--- config.mk ---
export PLATFORM = sky130hd
export DESIGN_NAME = cpu_datapath
export DESIGN_NICKNAME = d
export VERILOG_FILES = /design/src/rtl/cpu_datapath.sv
export SDC_FILE = /design/constraint.sdc
export NUM_CORES = 1
export LEC_CHECK = 0
export ABC_AREA = 1
export ABC_CLOCK_PERIOD_IN_PS = 2100
export CAP_MARGIN = 20
export CORE_MARGIN = 1.5
export CORE_UTILIZATION = 48
export CTS_BUF_LIST = sky130_fd_sc_hd__clkbuf_8 sky130_fd_sc_hd__clkbuf_16
export CTS_CLUSTER_SIZE = 25
export DETAILED_ROUTE_END_ITERATION = 8
export PLACE_DENSITY = 0.8
export SYNTH_ARGS = -nofsm -noshare
export SYNTH_HDL_FRONTEND = slang
export SYNTH_SLANG_ARGS = --single-unit
--- constraint.sdc ---
create_clock -name clk -period 2.1 [get_ports clk]
set_input_delay 0.315 -clock clk [delete_from_list [all_inputs] [get_ports clk]]
set_output_delay 0.315 -clock clk [all_outputs]
set_load 0.01 [all_outputs]
--- src/rtl/cpu_datapath.sv ---
// Datapath half of the 8-bit accumulator CPU: PC, IR, AC, ALU and address mux,
// stepped by the sequence controller's per-cycle strobes.
module cpu_datapath #(
    parameter int AWIDTH = 5,
    parameter int DWIDTH = 8
) (
    input  logic              clk,
    input  logic              rst,
    input  logic              mem_rd,
    input  logic              load_ir,
    input  logic              halt,
    input  logic              inc_pc,
    input  logic              load_ac,
    input  logic              load_pc,
    input  logic              mem_wr,
    input  logic [DWIDTH-1:0] mem_rdata,
    output logic [AWIDTH-1:0] mem_addr,
    output logic [DWIDTH-1:0] mem_wdata,
    output logic              mem_re,
    output logic              mem_we,
    output logic [2:0]        op,
    output logic              zero,
    output logic              halted,
    output logic [AWIDTH-1:0] pc,
    output logic [DWIDTH-1:0] ac
);

    localparam logic [2:0] OP_ADD = 3'b010;
    localparam logic [2:0] OP_AND = 3'b011;
    localparam logic [2:0] OP_XOR = 3'b100;
    localparam logic [2:0] OP_LDA = 3'b101;

    logic [2:0]        phase;
    logic [DWIDTH-1:0] ir;
    logic [DWIDTH-1:0] alu_out;

    // ADD deliberately drops the carry; the CPU has no carry flag.
    function automatic logic [DWIDTH-1:0] alu(input logic [2:0]        f_op,
                                               input logic [DWIDTH-1:0] a,
                                               input logic [DWIDTH-1:0] b);
        case (f_op)
            OP_ADD:  alu = a + b;
            OP_AND:  alu = a & b;
            OP_XOR:  alu = a ^ b;
            OP_LDA:  alu = b;
            default: alu = a;
        endcase
    endfunction

    assign op        = ir[DWIDTH-1 -: 3];
    assign alu_out   = alu(op, ac, mem_rdata);
    assign zero      = (ac == '0);
    assign mem_wdata = ac;
    assign mem_re    = mem_rd & ~halted;
    assign mem_we    = mem_wr & ~halted;
    // phase[2] separates fetch (0-3, address from PC) from execute (4-7, IR operand).
    assign mem_addr  = phase[2] ? ir[AWIDTH-1:0] : pc;

    // Once halted is set every register holds until reset; the halting edge itself still acts.
    always_ff @(posedge clk or negedge rst) begin
        if (!rst) begin
            pc     <= '0;
            ir     <= '0;
            ac     <= '0;
            phase  <= '0;
            halted <= 1'b0;
        end else if (!halted) begin
            phase <= phase + 3'd1;
            if (halt)
                halted <= 1'b1;
            if (load_pc)
                pc <= ir[AWIDTH-1:0];
            else if (inc_pc)
                pc <= pc + AWIDTH'(1);
            if (load_ir)
                ir <= mem_rdata;
            if (load_ac)
                ac <= alu_out;
        end
    end

endmodule

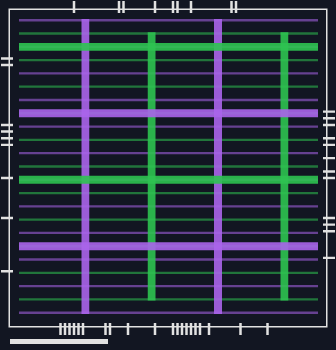
Run 1: floorplan with the power grid
Bar = 20 um. Pins as bars on the die edge.
- VSS: purple
- VDD: green
- met5 straps: 4
- met4 straps: 4
die width: 64.7 um
Core Footprint: 3660 um2

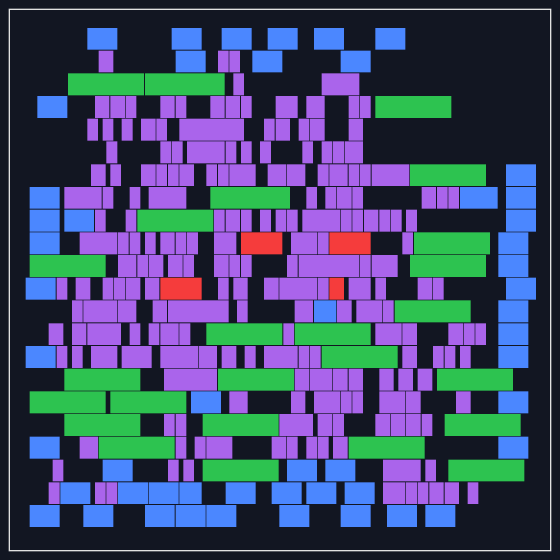
Run 1: cell classes on the final placement
- remaining buffers and delay cells: blue (cells 51; share of their area 22%)
- sequential cells: green (cells 25; share of their area 27%)
- clock drivers and dummy loads: red (cells 4; share of their area 2.0%)
- combinational and other logic: purple (cells 205; share of their area 49%)
Final Cell Area: 2360 um2
Rows: 22
Seq/total area: 0.266
fin util: 0.644

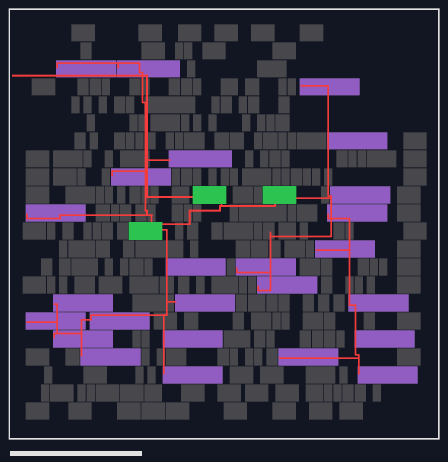
Run 1: clock wires, drivers and flops
Bar = 20 um.
- clock drivers: green (count 3)
- flip-flops: purple (count 25)
- clock wires: red (length 316 um)
- routed clock nets: 4
clock group power: 0.000292 W
clock share of power: 0.233
Latency at later pin: 0.27 ns

==> out/metrics.yaml, run 1 <==
mostFrequentLayoutCells: "nand2_1 (59), clkdlybuf4s50_1 (48), inv_1 (25)"
r2r_setup_slack_ns: 0.35
critPathKind: "reg -> out"
initCoreUtil: 0.498
drt_first_pass_iters: 4
cp.depth: 2
status: "finished, final reports clean"
dp_hpwl_um: 3190
largest_area_cell: "dfrtp_1"
cp.required_ns: 1.78
r2r-start: "ac[0]"
total_power_w: 0.00125
reg2reg_depth: 10
wl_per_cell_um: 12.7
cts_hold_repair.buffers: 0
area_growth_pct: 29.3
grt_max_degree: 26
cts_buffers: 3
period_needed_ns: 1.89
rsz0062_at_grt: "false"
synth.ff_latch_count: 25
nNetsFinal: 314
antenna_cells: 0
synth_warnings: 0
area_leaders: "dfrtp_1 (34%), nand2_1 (12%), ha_1 (6.9%), inv_1 (5.1%), o21ai_0 (4.9%)"
drc: 0
ant_nets: 0
fmax_mhz: 528
via_per_inst: 5.03
htree_levels: 1
grt_overflow: 0
cts_tree: "built"
n_fill_cell: 320
synth_cell_types: 34
tightest_slew_ns: 0.389
clock_skew_ns: 0.00738
crit_path_top_delay_cell: "clkdlybuf4s50_1"
critPathMaxFanout: 11
syn_area_um2: 1820
cts.clk_slew.worst_paths_ns: 0.09
gp_congestion: 0.877
power_density_nw_per_um2: 531
hold_ws_ns: 0.405
min_path_type: "in -> async"
cts_buffer_depth: 2
setup_viol: 0
grt_util_all_layers: 0.221
drtIter0Drc: 65
drive_gt1_frac: 0.116
critPathTopFamily: "buffers and inverters"
numClockSinks: 25
die-area_um2: 4180
grt_pass1_vias: 1649
antenna_found_initial: 0
peakVddDrop_v: 0.000401
cp_num_buf_inv: 1
port-buffer-count: 49
via_count: 1674
timing.rr.end: "ac[4]"
yosysTopAreaCellShare: 0.343
max_slew_margin: 0.740
dpl-instance-area_um2: 2290
ys_seq_frac: 0.343
root_buffer: "clkbuf_8"
drt-total-wl_um: 4240
drv_cap: 0
yosys_area_um2: 1820
arrival_ns: 1.58
grt_pass1_wl_um: 7330
hold_violations: 0
fp_nets: 272
ioPinCount: 50
synthCells: 244
final_max_slew_viol_count: 0
syn_area_per_cell_um2: 7.48
worstPathCellList: "o21ai_0 > clkdlybuf4s50_1"
critical_path.max_stage_delay_ns: 0.56
yosysCellCount: 244
end_kind: "primary output"
fin_setup_tns_ns: 0
crit_path_start_kind: "register"
leakage_nw: 1.15
lay_top_count: "nand2_1"
fin_crit_sh: 0.901
warning_count: 26
[run 1: area by class of cell]
cell class,instances,area (um2),share of cell area
clock buffers,3,41.3,0.0175
inverters,32,128,0.0541
clock inverters,1,5.00,0.00212
well taps,48,60.1,0.0255
repair buffers,51,508,0.215
flip-flops and latches,25,628,0.266
multi-input cells,173,988,0.419
[run 1: stage by stage]
stage                     cells  setup slack (ns)
final                       333             0.207
after CTS                   333            0.0255
after floorplan             244             0.450
after global placement      329            0.0316
after global routing        333            0.0591
after detailed placement    329          -0.00660
[run 1: registers in the layout, indices dropped and copies added, names as in the netlist]
name	flops
ac	8
ir	8
pc	5
phase	3
halted	1
[run 1: cells by family after synthesis]
kind of cell             synth area share
flip-flops                          0.343
adder cells (fa/ha/maj)            0.0796
buffers and inverters               0.123
AND/OR/NAND/NOR                     0.289
XOR/XNOR                           0.0288
multiplexers                       0.0123
AND-OR/OR-AND                       0.123
[run 1: repair_timing]
item / 4_1_cts / 5_1_grt
buffers inserted: 0 / 0
setup endpoints to repair: 1 / 1
endpoints found under the hold margin: 0 / 0
resized: 1 / 4
[run 1: cells in the mapped netlist]
cell type,number
a21oi_2,1
o21ai_1,1
nor2_2,1
nand4_1,1
a21oi_1,15
nand3_1,15
nor2_4,1
inv_4,3
buf_4,12
nand3_2,1
nand3_4,1
inv_1,25
nand2_2,2
inv_2,4
dfrtp_1,25
a211oi_1,1
fa_1,1
nor4_1,1
xor2_1,4
o21ai_2,2
a31oi_1,1
nand2_1,59
nor2_8,1
mux2_2,2
ha_1,10
o211ai_1,2
or2_2,4
clkbuf_1,2
nand2_4,1
o21ai_0,18
nand3b_1,2
xnor2_1,2
nor3_1,3
nor2_1,20
[run 1: worst reg2reg max path: stages (launching register included)]
cell and delay, ns:
dfrtp_1 0.44, ha_1 0.19, inv_1 0.05, fa_1 0.39
inv_1 0.07, nand2_1 0.04, nand2_1 0.08, nand2_1 0.08
xnor2_1 0.15, nand2_1 0.06, a21oi_1 0.13
[run 1: power by group]
part	internal, W	switching, W	leakage (nW)	total [W]
logic	0.000197	0.000197	0.826	0.000394
registers	0.000521	0.0000457	0.299	0.000567
clock network	0.000133	0.000159	0.0255	0.000292
[run 1: metal layers]
metal	GRT usage	vias up	part of all wire
li1	-	862	-
met2	0.371	50	0.49
met5	0	-	0
met4	0.0638	0	0.016
met1	0.291	754	0.44
met3	0.0417	8	0.050
[run 1: worst max-delay path by stage]
stage	start	endpoint	slack (ns)
floorplan	ac[0]	ac[4]	0.45
global route	mem_rdata[0]	ac[4]	0.06
CTS	ac[5]	zero	0.03
detailed placement	mem_rdata[0]	ac[4]	-0.007
finish	phase[2]	mem_addr[4]	0.21
global placement	mem_rdata[0]	ac[4]	0.03
==> run 1 -> run 2 <==
--- a/config.mk
+++ b/config.mk
@@ -8,9 +8,11 @@
 export ABC_AREA = 1
 export ABC_CLOCK_PERIOD_IN_PS = 2100
 export CAP_MARGIN = 20
+export CORE_ASPECT_RATIO = 0.5
 export CORE_MARGIN = 1.5
 export CORE_UTILIZATION = 48
 export CTS_BUF_LIST = sky130_fd_sc_hd__clkbuf_8 sky130_fd_sc_hd__clkbuf_16
+export CTS_CLUSTER_DIAMETER = 120
 export CTS_CLUSTER_SIZE = 25
 export DETAILED_ROUTE_END_ITERATION = 8
 export PLACE_DENSITY = 0.8
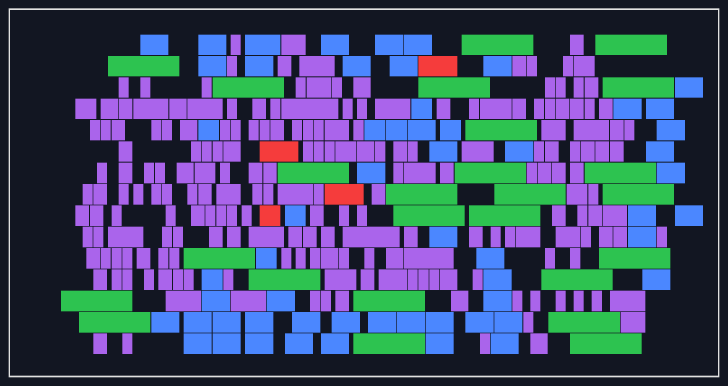
Run 2: cell classes on the final placement
- clock drivers and dummy loads: red (cells 4; share of their area 2.1%)
- sequential cells: green (cells 25; share of their area 27%)
- combinational and other logic: purple (cells 205; share of their area 47%)
- remaining buffers and delay cells: blue (cells 57; share of their area 24%)
Seq/total area: 0.261
fin util: 0.680

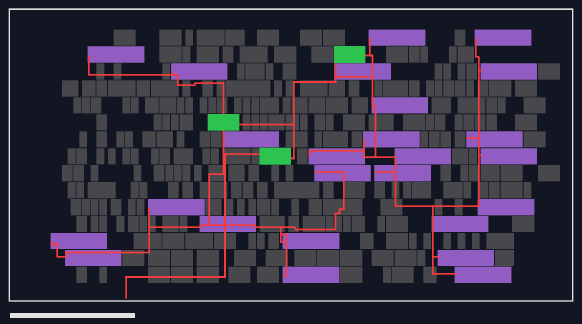
Run 2: clock wires, drivers and flops
Bar = 20 um.
- flip-flops: purple (count 25)
- clock drivers: green (count 3)
- clock wires: red (length 338 um)
- routed clock nets: 4
- flops lie: spread over the die
clock group power: 0.000304 W
Clock Skew: 0.00867 ns
clock share of power: 0.239
Latency at later pin: 0.28 ns

==> out/metrics.yaml, run 2 <==
antenna_found_initial: 0  # unchanged
largest_area_cell: "dfrtp_1"
cp.required_ns: 1.78  # about the same
ys_top_cells_by_count: "nand2_1 (59), dfrtp_1 (25), inv_1 (25), nor2_1 (20), o21ai_0 (18)"
timing.rr.end: "ac[4]"
preCtsSetupSlack_ns: 0.0102  # +0.0167 ns
fp_nets: 272  # unchanged
drv_cap: 0  # unchanged
cts.clk_slew.worst_paths_ns: 0.10  # about the same
mostFrequentLayoutCells: "nand2_1 (59), clkdlybuf4s50_1 (48), inv_1 (25), dfrtp_1 (25), nor2_1 (20)"
numClockSinks: 25  # unchanged
drtIter0Drc: 66  # +1.5%
reg2reg_depth: 10  # unchanged
hold_violations: 0  # unchanged
edf_count: 0  # unchanged
grt_max_degree: 26  # unchanged
warning_count: 26  # unchanged
critPathMaxFanout: 11  # unchanged
fin_crit_sh: 0.903  # +0.00119
die_w_um: 90.2  # +39%
logic_area_um2: 980  # -0.89%
rsz0062_at_grt: "false"
yosys_area_um2: 1820  # unchanged
via_per_inst: 5.08  # +1.0%
synth_cell_types: 34  # unchanged
root_buffer: "clkbuf_8"
synthCells: 244  # unchanged
ioPinCount: 50  # unchanged
ys_seq_frac: 0.343  # unchanged
yosysMostFrequentCell: "nand2_1"
port-buffer-count: 49  # unchanged
end_kind: "primary output"
initCoreUtil: 0.517  # +0.0187
critical_path.max_stage_delay_ns: 0.57  # about the same
n_fill_cell: 306  # -4.4%
r2r-start: "ac[0]"
leakage_nw: 1.18  # +2.1%
r2r_setup_slack_ns: 0.33  # -0.02 ns
grt_pass1_wl_um: 6810  # -7.1%
syn_area_per_cell_um2: 7.48  # unchanged
synth.ff_latch_count: 25  # unchanged
synthArstFlopShare: 1.00  # unchanged
cp_num_buf_inv: 1  # unchanged
cts_hold_repair.buffers: 0  # unchanged
max_slew_margin: 0.736  # -0.00425
drive_gt1_frac: 0.127  # +0.0114
peakVddDrop_v: 0.000204  # -49%
crit_path_start_kind: "register"
tightest_slew_ns: 0.396  # +0.00635 ns
via_count: 1737  # +3.8%
num_rows: 15  # -32%
worst_slack_ns: 0.205  # -0.00249 ns
critPathTopFamily: "buffers and inverters"
area_leaders: "dfrtp_1 (34%), nand2_1 (12%), ha_1 (6.9%), inv_1 (5.1%), o21ai_0 (4.9%)"
yosysCellCount: 244  # unchanged
min_path_type: "in -> async"
core_area_um2: 3530  # -3.6%
grt_overflow: 0  # unchanged
final_max_slew_viol_count: 0  # unchanged
dp_hpwl_um: 3400  # +6.5%
wl_per_cell_um: 12.8  # +0.38%
worstPathCellList: "o21ai_0 > clkdlybuf4s50_1"
die_h_um: 46.6
top_regs: "ac x8, ir x8, pc x5"
status: "finished, final reports clean"
nNetsFinal: 320  # +1.9%
critPathKind: "reg -> out"
htree_levels: 1  # unchanged
drt_first_pass_iters: 4  # unchanged
regArea_um2: 626  # -0.40%
arrival_ns: 1.58  # about the same
yosysTopAreaCellShare: 0.343  # unchanged
power_density_nw_per_um2: 530  # -0.15%
grt_util_all_layers: 0.209  # -0.0118
synth-main-ff-cell: "dfrtp_1"
synth_warnings: 0  # unchanged
drc: 0  # unchanged
lay_top_count: "nand2_1"
cts_buffers: 3  # unchanged
fin_setup_tns_ns: 0  # unchanged
area_growth_pct: 31.5
gp_congestion: 0.941  # +7.2%
crit_path_top_delay_cell: "clkdlybuf4s50_1"
setup_viol: 0  # unchanged
cts_tree: "built"
antenna_cells: 0  # unchanged
ant_nets: 0  # unchanged
syn_area_um2: 1820  # unchanged
drt-total-wl_um: 4370  # +3.1%
cts_buffer_depth: 2  # unchanged
fmax_mhz: 528  # -0.13%
grt_pass1_vias: 1471  # -11%
period_needed_ns: 1.90  # +0.00249 ns
die-area_um2: 4200  # +0.53%
## run 2: cell types whose count changed in the layout (fill, tap and decap cells not counted)
cell        previous run  this run
clkinv_2               1         0
nor4_2                 0         1
buf_4                  2         8
clkinvlp_4             0         1
dfrtp_1               23        25
nor4_4                 1         0
dfrtp_2                2         0
## run 2: repair_timing
action,in CTS,in global routing
pin swaps,1,1
setup buffers,0,1
resized,1,1
setup endpoints to repair,1,1
## run 2: worst max path at each step
stage                     slack (ns)          from           to  cells past startpoint
after floorplan                 0.45         ac[0]        ac[4]                     10
after global placement          0.05  mem_rdata[0]        ac[4]                     11
after detailed placement        0.01  mem_rdata[0]        ac[4]                     11
after CTS                       0.02         ac[5]         zero                      4
after global routing             0.1      phase[2]  mem_addr[3]                      2
final                           0.20      phase[2]  mem_addr[3]                      2
## run 2: final cells by class
cell class,count,area share
Clock buffer,3,0.0172
Clock inverter,1,0.00313
Inverter,32,0.0532
Multi-Input combinational cell,173,0.408
Sequential cell,25,0.261
Tap cell,51,0.0266
Timing Repair Buffer,57,0.231
## run 2: logic make-up after synthesis
kind of cell,Yosys count,share of synthesized area
and+or+nand+nor,113,0.289
adders and majority gates,11,0.0796
AOI/OAI and AO/OA,41,0.123
muxes,2,0.0123
buffers and inverters,46,0.123
DFF,25,0.343
xor gates and xnor gates,6,0.0288
## run 2: layer usage
| layer | track usage | share of wire | vias to the layer above | routed length, um |
|---|---|---|---|---|
| met3 | 0.0462 | 0.056 | 7 | 243 |
| met1 | 0.278 | 0.47 | 809 | 2050 |
| li1 | - | - | 874 | - |
| met5 | 0 | 0 | - | 0 |
| met2 | 0.350 | 0.46 | 47 | 2020 |
| met4 | 0.0667 | 0.013 | 0 | 57 |
## run 2: report_power, final
group	switching (W)	total [W]	internal (W)
registers	0.0000409	0.000562	0.000521
clock network	0.000169	0.000304	0.000135
logic	0.000204	0.000406	0.000202
## run 2: per-stage QoR
step                      utilization  area, um2  cells  total power, W  hold slack (ns)
after floorplan                     -       1820    244        0.000791           0.0194
after global placement          0.661       2330    337        0.000961            0.468
after detailed placement        0.661       2330    337        0.000972            0.471
final                           0.680       2400    342         0.00127            0.398
after CTS                       0.677       2390    341         0.00128            0.418
after global routing            0.680       2400    342         0.00134            0.422
Power is estimated from default activity; no workload was simulated.
